**M1 wires**

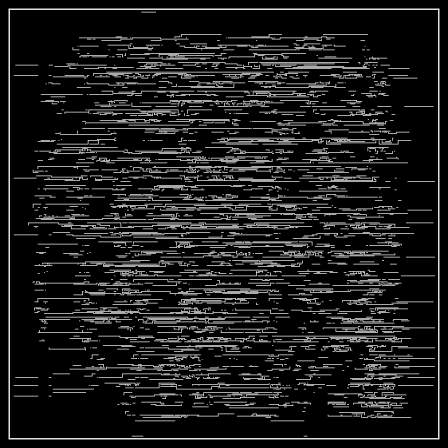
**Signal wires on met2**

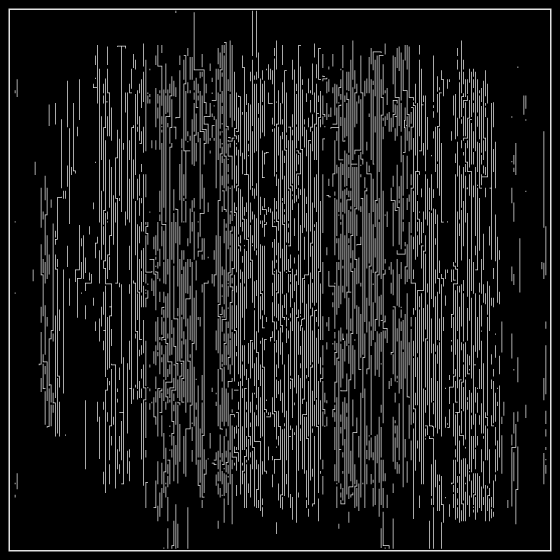
**The metal 3 layer**

Scale bar: 20 µm.
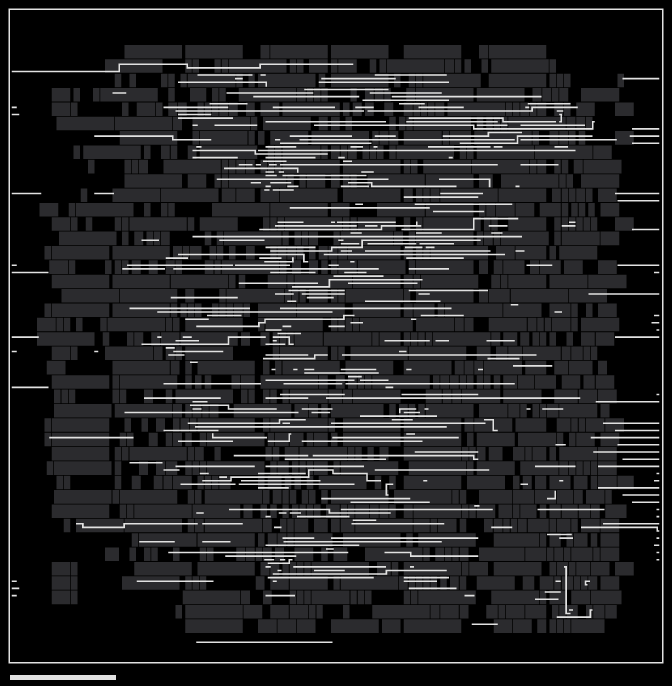
**The metal 4 layer**

Scale bar: 20 µm.
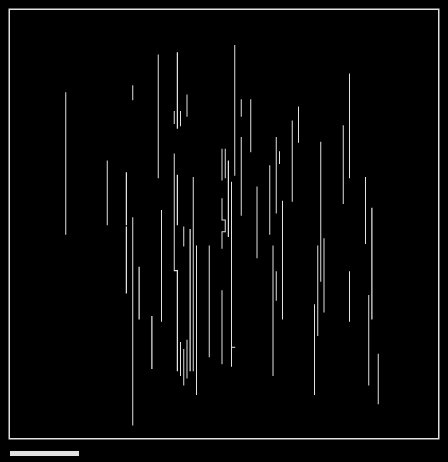
$ cat config.mk
export PLATFORM = sky130hd
export DESIGN_NAME = regfile_read_arbiter
export DESIGN_NICKNAME = d
export VERILOG_FILES = /design/src/rtl/regarb_pkg.sv /design/src/rtl/rr_arbiter.sv /design/src/rtl/regfile_read_arbiter.sv
export SDC_FILE = /design/constraint.sdc
export NUM_CORES = 1
export LEC_CHECK = 0
export ABC_AREA = 1
export CORE_MARGIN = 5
export CORE_UTILIZATION = 58
export CTS_CLUSTER_DIAMETER = 80
export DETAILED_ROUTE_END_ITERATION = 16
export PLACE_DENSITY_LB_ADDON = 0.1
export SETUP_SLACK_MARGIN = 0.2
export SLEW_MARGIN = 25
export SYNTH_ARGS = -nofsm -noshare
export SYNTH_HDL_FRONTEND = slang
export SYNTH_HIERARCHICAL = 1
export SYNTH_SLANG_ARGS = --single-unit
$ cat constraint.sdc
create_clock -name Clk -period 2.85 [get_ports Clk]
set_input_delay 0.285 -clock Clk [delete_from_list [all_inputs] [get_ports Clk]]
set_output_delay 0.285 -clock Clk [all_outputs]
set_load 0.01 [all_outputs]
$ cat src/rtl/regarb_pkg.sv
// Shared types and constants for the register-file read arbiter.
package regarb_pkg;

  typedef enum logic {
    ARB  = 1'b0,
    SCAN = 1'b1
  } state_t;

  localparam int unsigned NREGS = 8;
  localparam int unsigned IDXW  = 3;

endpackage

$ cat src/rtl/rr_arbiter.sv
// Round-robin arbiter: one-hot grant to the first requester at or after ptr,
// wrapping modulo NREQ; all-zero when nothing requests.
module rr_arbiter #(
  parameter int unsigned NREQ = 3
) (
  input  logic [NREQ-1:0] req,
  input  logic [1:0]      ptr,
  output logic [NREQ-1:0] grant
);

  logic found;

  // Search distances 0..NREQ-1 from ptr and grant the nearest active request.
  always_comb begin
    grant = '0;
    found = 1'b0;
    for (int unsigned k = 0; k < NREQ; k++) begin
      for (int unsigned i = 0; i < NREQ; i++) begin
        if (!found && req[i] && (((i + NREQ - 32'(ptr)) % NREQ) == k)) begin
          grant[i] = 1'b1;
          found    = 1'b1;
        end
      end
    end
  end

endmodule

$ cat src/rtl/regfile_read_arbiter.sv
// Register file (8 x DW) with one shared read port arbitrated round-robin
// between NREQ requesters, plus a debug scan that dumps R0..R7.
// Optional macro REGARB_WR_BYPASS_EN: a read accepted in the same cycle as a
// write to the same index returns the write data instead of the old value.
module regfile_read_arbiter
  import regarb_pkg::*;
#(
  parameter int unsigned NREQ = 3,
  parameter int unsigned DW   = 16
) (
  input  logic                 Clk,
  input  logic                 Reset_n,
  input  logic [NREQ-1:0]      req_valid,
  input  logic [NREQ*IDXW-1:0] req_addr,
  output logic [NREQ-1:0]      req_ready,
  input  logic                 wr_en,
  input  logic [IDXW-1:0]      wr_addr,
  input  logic [DW-1:0]        wr_data,
  input  logic                 scan_start,
  output logic                 scan_busy,
  output logic                 rsp_valid,
  output logic [2:0]           rsp_id,
  output logic [IDXW-1:0]      rsp_addr,
  output logic [DW-1:0]        rsp_data
);

  state_t            state, state_n;
  logic [1:0]        rr_ptr, rr_ptr_n;
  logic [IDXW-1:0]   scan_idx, scan_idx_n;
  logic [DW-1:0]     regs [NREGS];
  logic [NREQ-1:0]   grant;
  logic [NREQ-1:0]   ready;
  logic              rd_en;
  logic [IDXW-1:0]   rd_addr;
  logic [2:0]        rd_id;
  logic [1:0]        gidx;
  logic [DW-1:0]     rd_data;

  rr_arbiter #(.NREQ(NREQ)) u_rr (
    .req   (req_valid),
    .ptr   (rr_ptr),
    .grant (grant)
  );

  // Next-state, grant gating and read-port selection.
  always_comb begin
    state_n    = state;
    scan_idx_n = scan_idx;
    rr_ptr_n   = rr_ptr;
    ready      = '0;
    rd_en      = 1'b0;
    rd_addr    = '0;
    rd_id      = '0;
    gidx       = '0;
    case (state)
      ARB: begin
        if (scan_start) begin
          state_n    = SCAN;
          scan_idx_n = '0;
        end else begin
          ready = grant;
          for (int unsigned i = 0; i < NREQ; i++) begin
            if (grant[i]) begin
              gidx    = 2'(i);
              rd_addr = req_addr[i*IDXW +: IDXW];
            end
          end
          if (|grant) begin
            rd_en    = 1'b1;
            rd_id    = {1'b0, gidx};
            rr_ptr_n = (gidx == 2'(NREQ - 1)) ? 2'd0 : gidx + 2'd1;
          end
        end
      end
      SCAN: begin
        rd_en      = 1'b1;
        rd_addr    = scan_idx;
        rd_id      = 3'(NREQ);
        scan_idx_n = scan_idx + 3'd1;
        if (scan_idx == 3'(NREGS - 1)) state_n = ARB;
      end
      default: state_n = ARB;
    endcase
    if (!Reset_n) ready = '0;
  end

  // Shared read port, optionally forwarding same-cycle write data.
  always_comb begin
    rd_data = regs[rd_addr];
`ifdef REGARB_WR_BYPASS_EN
    if (wr_en && (wr_addr == rd_addr)) rd_data = wr_data;
`endif
  end

  assign req_ready = ready;
  assign scan_busy = (state == SCAN);

  // State, pointer, register file and registered response.
  always_ff @(posedge Clk) begin
    if (!Reset_n) begin
      state     <= ARB;
      rr_ptr    <= '0;
      scan_idx  <= '0;
      rsp_valid <= 1'b0;
      rsp_id    <= '0;
      rsp_addr  <= '0;
      rsp_data  <= '0;
      for (int unsigned r = 0; r < NREGS; r++) regs[r] <= '0;
    end else begin
      state     <= state_n;
      rr_ptr    <= rr_ptr_n;
      scan_idx  <= scan_idx_n;
      rsp_valid <= rd_en;
      if (rd_en) begin
        rsp_id   <= rd_id;
        rsp_addr <= rd_addr;
        rsp_data <= rd_data;
      end
      if (wr_en) regs[wr_addr] <= wr_data;
    end
  end

endmodule
==> notes.md <==
Quick summary of the implementation run below.

The flow ran to the end, and the final reports show no timing, DRC or antenna violations. The floorplan step defined a die boundary enclosing 15300 µm². The mean post-synth cell area came out at 8.74 µm². The number of nets at floorplan came out at 894. The detailed-routing wirelength on met1 is 8460 µm.

According to the timing report, the data required time at the worst endpoint equals 3.19 ns. The register ranked first by flip-flop count is regs. The most common cell in the synthesized netlist is sky130_fd_sc_hd__nand2_1.

The synthesized chip area reported by yosys is 7470 µm². In this design, the critical path's most frequently occurring cell is sky130_fd_sc_hd__nand2_4. The worst register-to-register path has a depth of 22. Looking at the reg2reg group, the worst path starts from rr_ptr[0]. In this run the tools logged warnings totalling 29. The total DRC errors in the routed layout is 0. The critical path endpoint category is a flop. The filler cells instantiated in the layout total 782. The total number of tap cells came out at 172. The clock-pin transition on the worst setup and hold timing paths is 0.06 ns.

The share of flip-flops with an asynchronous set or reset is 0%. The floorplan has 41 rows. The area taken by multi-input combinational cells is reported as 2640 µm². The number of antenna diodes came out at 0. The portion of synthesized area spent on multiplexers is 0%. The number of optimization iterations in the first detailed-route pass came out at 6. The flip-flop and latch count came out at 156.

The final period utilization is 98.2%. The synthesized netlist was found by Yosys to have 855 cells. In the final layout, excluding clock inverters the inverter count is 125. After detailed placement, the design holds a cell count of 1072.

In the layout the commonest cells are 168 x sky130_fd_sc_hd__nand2_1, 142 x sky130_fd_sc_hd__nand3_1, 139 x sky130_fd_sc_hd__nor2_1, 128 x sky130_fd_sc_hd__edfxtp_1, 118 x sky130_fd_sc_hd__inv_1. The final critical delay including setup and external delays came out at 2.80 ns. Registers take 4410 µm². The violation count after the first detailed-route iteration is 939.

The power dissipated in combinational cells came out at 2360 µW. The top-area cell type share of the netlist area is 51.4%. Entering global routing, the biggest net connects 42 pins. The library cell with the largest summed area after synthesis is sky130_fd_sc_hd__edfxtp_1. The clock network consumes a total of 2660 µW.

The switching power of the nets is 2390 µW. Per the timing report, the achievable frequency comes out to 0.357 GHz. The final critical-path setup slack came out at 0.0515 ns. The post-synth register bit count is 156. The arithmetic-cell share of the synthesized area counting full adders, half adders and majority gates came out at 0.670%. The layout multi-input combinational cell count came out at 532. The uppermost layer routed is met4. In the synthesized netlist, the cells that appear most often are 180 x sky130_fd_sc_hd__nand2_1, 163 x sky130_fd_sc_hd__nand3_1, 144 x sky130_fd_sc_hd__nor2_1, 128 x sky130_fd_sc_hd__edfxtp_1, 121 x sky130_fd_sc_hd__inv_1. The final-report max-slew violation count is 0. Together, buffers and inverters on the worst path number 6.

The worst ir drop on vdd is 0.530 mV. The critical path depth in cells is 22. Synthesis produced 855 cells. The sequential element share of the synthesized area came out at 58.9%. The number of warnings issued by yosys came out at 6. The final weighted congestion in routability-driven placement came out at 0.848.

In this run the critical path is formed by inv_4 -> ha_4 -> nand2_4 -> nand2_4 -> inv_2 -> nand3_4 -> nand2_2 -> inv_2 -> nand4_1 -> nand2_4 -> inv_2 -> nand3b_1 -> nand3_4 -> nand2_8 -> nand2_4 -> clkbuf_16 -> nand2_1 -> nand3_1 -> nand3_1 -> nand3_1 -> nand2_1 -> inv_1. The total core area is 12600 µm². In this run the worst setup path terminates at rsp_data[6]. The count of buffers not belonging to the clock network in the layout came out at 122. Per the skew report, the later register of the worst-skew pair sees a clock latency of 0.43 ns. The busiest layer in global routing is met2. The layout clock buffer count came out at 17. Compared with the post-synthesis result, the final layout area differs by 32.9%.

The setup fix buffers added after clock tree synthesis is 4. The path type of the worst setup path is reg -> reg. The horizontal die dimension is 124 µm. The flow reports that the clock network draws 34.1% of the design power. The worst setup skew after layout came out at 0.00998 ns. Logged for this run, the post-placement worst setup slack is -0.0430 ns. The number of sinks on the clock net is 156. The post-synth tally of flip-flops with integrated enable is 128.
-- 'M1 wires' (at the start) --
share of all routed wire = 34%
main direction = horizontal
M1 GR Usage: 36.3%
final wirelength: 24500 µm

-- 'signal wires on met2' (at the start) --
share of all routed wire = 46%
longest straight run = 63.1 µm
GR Layer Usage met2: 46.7%
number of vias in the routed layout: 6851

-- 'the metal 3 layer' (at the start) --
nets with wire on the layer = 190
share of all routed wire = 14%

-- 'the metal 4 layer' (at the start) --
longest straight run = 59.8 µm
wire length on this layer = 1230 µm
share of all routed wire = 5.0%
main direction = vertical
nets with wire on the layer = 42

Power figures rest on the tool's default switching activity, not on a simulated workload.
